$ cat src/rtl/uart_echo_buffer.sv
// uart_echo_buffer: buffers bytes from the uart receiver in a FIFO, optionally
// transforms them and replays them to the uart transmitter one at a time.
// Handshake with the transmitter: a byte is launched by a one-cycle `transmit`
// pulse with `tx_byte` already valid; the launch is complete only after
// `is_transmitting` has been seen high and then low again, and no new pulse is
// issued before that. `tx_byte` is held stable for the whole byte.
`timescale 1ns/1ps
module uart_echo_buffer #(
   parameter int DEPTH = 16,
   parameter int MODE  = 0,
   parameter int CNT_W = 8
) (
   input  logic                     clk,
   input  logic                     rst,
   input  logic                     received,
   input  logic [7:0]               rx_byte,
   input  logic                     recv_error,
   input  logic                     is_transmitting,
   output logic                     transmit,
   output logic [7:0]               tx_byte,
   output logic [$clog2(DEPTH):0]   fill,
   output logic                     overflow,
   output logic [CNT_W-1:0]         drop_count,
   output logic [CNT_W-1:0]         err_count
);

   localparam int AW = $clog2(DEPTH);

   typedef enum logic [2:0] {
      S_IDLE,
      S_LAUNCH,
      S_WAIT_START,
      S_WAIT_DONE,
      S_LF
   } state_t;

   state_t           r_state;
   logic [7:0]       r_mem [DEPTH];
   logic [AW-1:0]    r_wptr;
   logic [AW-1:0]    r_rptr;
   logic [AW:0]      r_fill;
   logic             r_transmit;
   logic [7:0]       r_tx_byte;
   logic             r_lf_sent;
   logic             r_overflow;
   logic [CNT_W-1:0] r_drop_count;
   logic [CNT_W-1:0] r_err_count;

   logic             w_full;
   logic             w_pop;
   logic             w_push;
   logic             w_drop;
   logic [7:0]       w_head;

   // MODE 1 upper-cases ASCII letters; the other modes pass bytes through.
   function automatic logic [7:0] f_transform(input logic [7:0] b);
      if (MODE == 1 && b >= 8'h61 && b <= 8'h7A) return b - 8'h20;
      return b;
   endfunction

   // A pop in the same cycle frees a slot, so a full FIFO can still accept.
   assign w_full = (r_fill == (AW+1)'(DEPTH));
   assign w_pop  = (r_state == S_IDLE) && (r_fill != '0);
   assign w_push = received && !recv_error && (!w_full || w_pop);
   assign w_drop = received && !recv_error && !w_push;
   assign w_head = r_mem[r_rptr];

   // Byte storage; contents need no reset because occupancy gates reads.
   always_ff @(posedge clk) begin
      if (w_push) r_mem[r_wptr] <= rx_byte;
   end

   // Pointers wrap naturally at DEPTH (power of two); fill tracks occupancy.
   always_ff @(posedge clk) begin
      if (rst) begin
         r_wptr <= '0;
         r_rptr <= '0;
         r_fill <= '0;
      end else begin
         if (w_push) r_wptr <= r_wptr + 1'b1;
         if (w_pop)  r_rptr <= r_rptr + 1'b1;
         case ({w_push, w_pop})
            2'b10:   r_fill <= r_fill + 1'b1;
            2'b01:   r_fill <= r_fill - 1'b1;
            default: r_fill <= r_fill;
         endcase
      end
   end

   // Sticky overflow flag and saturating drop / framing-error counters.
   always_ff @(posedge clk) begin
      if (rst) begin
         r_overflow   <= 1'b0;
         r_drop_count <= '0;
         r_err_count  <= '0;
      end else begin
         if (w_drop) begin
            r_overflow <= 1'b1;
            if (r_drop_count != '1) r_drop_count <= r_drop_count + 1'b1;
         end
         if (recv_error && r_err_count != '1) r_err_count <= r_err_count + 1'b1;
      end
   end

   // Transmit sequencer: launch one byte, wait for the uart to start and
   // finish it, and in MODE 2 follow a CR with a single inserted LF.
   always_ff @(posedge clk) begin
      if (rst) begin
         r_state    <= S_IDLE;
         r_transmit <= 1'b0;
         r_tx_byte  <= 8'h00;
         r_lf_sent  <= 1'b0;
      end else begin
         case (r_state)
            S_IDLE: begin
               r_transmit <= 1'b0;
               if (w_pop) begin
                  r_tx_byte  <= f_transform(w_head);
                  r_transmit <= 1'b1;
                  r_lf_sent  <= 1'b0;
                  r_state    <= S_LAUNCH;
               end
            end
            S_LAUNCH: begin
               r_transmit <= 1'b0;
               r_state    <= S_WAIT_START;
            end
            S_WAIT_START: begin
               if (is_transmitting) r_state <= S_WAIT_DONE;
            end
            S_WAIT_DONE: begin
               if (!is_transmitting) begin
                  if (MODE == 2 && r_tx_byte == 8'h0D && !r_lf_sent)
                     r_state <= S_LF;
                  else
                     r_state <= S_IDLE;
               end
            end
            S_LF: begin
               r_tx_byte  <= 8'h0A;
               r_transmit <= 1'b1;
               r_lf_sent  <= 1'b1;
               r_state    <= S_LAUNCH;
            end
            default: begin
               r_transmit <= 1'b0;
               r_state    <= S_IDLE;
            end
         endcase
      end
   end

   assign transmit   = r_transmit;
   assign tx_byte    = r_tx_byte;
   assign fill       = r_fill;
   assign overflow   = r_overflow;
   assign drop_count = r_drop_count;
   assign err_count  = r_err_count;

endmodule

$ cat config.mk
export PLATFORM = sky130hd
export DESIGN_NAME = uart_echo_buffer
export DESIGN_NICKNAME = d
export VERILOG_FILES = /design/src/rtl/uart_echo_buffer.sv
export SDC_FILE = /design/constraint.sdc
export NUM_CORES = 1
export LEC_CHECK = 0
export CAP_MARGIN = 20
export CORE_ASPECT_RATIO = 1.1
export CORE_MARGIN = 4
export CORE_UTILIZATION = 63
export DETAILED_ROUTE_END_ITERATION = 12
export PLACE_DENSITY = 0.84
export SYNTH_ARGS = -nofsm -noshare
export SYNTH_HDL_FRONTEND = slang
export SYNTH_SLANG_ARGS = --single-unit
export TNS_END_PERCENT = 50
$ cat constraint.sdc
create_clock -name clk -period 8.8 [get_ports clk]
set_input_delay 2.2 -clock clk [delete_from_list [all_inputs] [get_ports clk]]
set_output_delay 2.2 -clock clk [all_outputs]
set_load 0.01 [all_outputs]
==> impl_metrics.ini <==
; yosys + openroad results
[critical_path]
worstPathRequired_ns = 9.11
path_cells = clkdlybuf4s50_1 > nand2b_1 > a21oi_1 > inv_1 > ha_1 > xor2_1 > ha_1 > a211o_2 > a21oi_1 > a211o_1 > nand3_1
slowest_delay_ns = 0.54
cp-start-kind = primary input
cp-endpoint = fill[4]$_SDFFE_PP0P_
critPathTopFamily = AND-OR/OR-AND gates
rr_startpoint = fill[1]$_SDFFE_PP0P_
critPathKind = primary input to flop
rr_worst_depth = 10

[layout]
largest_reg_flops = 128
final-nonclk-buf-share = 0.0581
n_antenna_cell = 0
largest_class = sequential cells
area_growth_pct = 15.1
comb_share = 0.270
n_clock_buffer = 19
ff_count = 173

[place]
portBuffers = 43
place.gp.congestion = 0.864
place_area_mm2 = 0.00766

[timing]
hold_violations = 0
hold-worst-slack_ns = 0.448
worst_slack_ns = 4.02
tightest_slew_ns = 0.897

[clock_tree]
cts_setup_buffers = 0
cts_tree = done
clock_sinks = 173
clock_path_buffers = 2
cts_made_buffers = 17

[detailed_routing]
wl_met1_um = 5970
via_per_inst = 6.32
ant_nets = 0
top_layer_used = met4

[synthesis]
area_leaders = edfxtp_1 (54%), dfxtp_1 (13%), mux2i_1 (5.0%), mux4_2 (5.0%), nor2_1 (2.5%)
yosysTopAreaCell = edfxtp_1
async_flop_share = 0
top_cells_by_count = edfxtp_1 (128), nor2_1 (47), dfxtp_1 (45)
syn_area_mm2 = 0.00715
synth_cell_types = 53

[power_and_ir_drop]
power_leader = registers
seq-power_uw = 949
swShare = 0.281
p_total_mw = 2.07

[status]
outcome = complete, no violations

[floorplanning]
initCoreUtil = 0.649
io_pins = 44

[global_routing]
top_usage_layer = met2
met3_usage = 0.0602
grt_max_degree = 49

[hold_path]
hold_depth = 2
### Floorplan with the power grid

The bar under the picture is 20 um long. Pins as bars on the die edge.
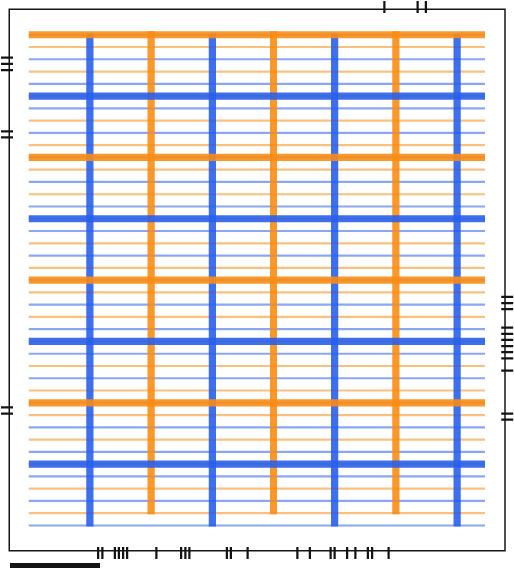
[VDD] orange
[VSS] blue
met5 straps: 8
met4 straps: 7
met1 rails: 41
signal pins: 44
maximum vdd drop: 154 uV
die height: 120 um
Die W: 110 um
core area: 0.0110 mm^2

### Placed cells, one color a class

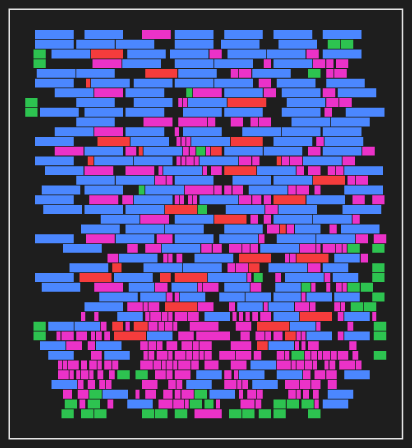
[all other logic] magenta | cells: 296 | share of their area: 28%
[other buffers and delay cells] green | cells: 50 | share of their area: 5.9%
[flip-flops] blue | cells: 173 | share of their area: 59%
[clock drivers and dummy loads] red | cells: 31 | share of their area: 6.8%
cell area after layout: 0.00823 mm^2
Final Core Density: 0.747
flop share of the area: 0.577

### Clock distribution

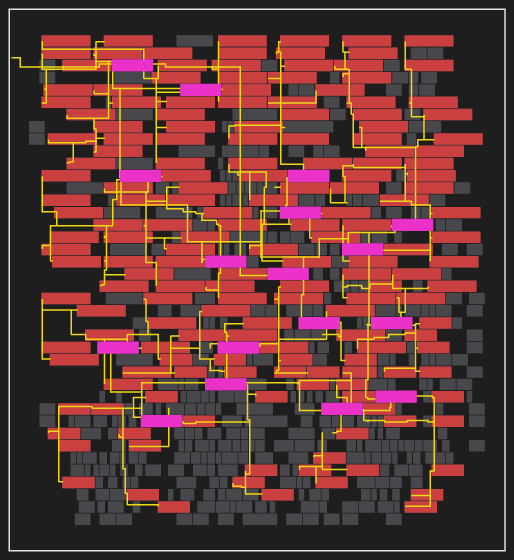
[clock wires] yellow | length: 1710 um
[cells driving clock nets] magenta | count: 17
[flip-flops] red | count: 173
routed clock nets: 18
flops lie: spread over the die
Worst Skew: 0.00937 ns
later-pin clock latency in the skew report: 0.42 ns
Clock power frac: 0.335
clock network power: 692 uW

### Signal wires by layer

The bar under the picture is 20 um long.
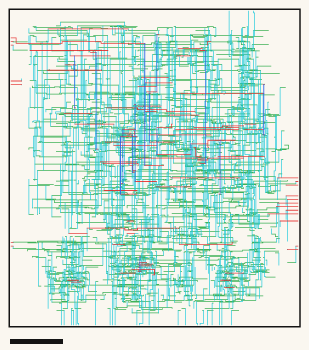
[met4] blue | wire length: 331 um
[met1] green | wire length: 5970 um
[met2] cyan | wire length: 7400 um
[met3] red | wire length: 880 um
wire per inst: 20.9 um
DR vias: 4402
routed wire length: 14600 um
GRT Util Overall: 0.233

Power and IR drop assume default switching activity.
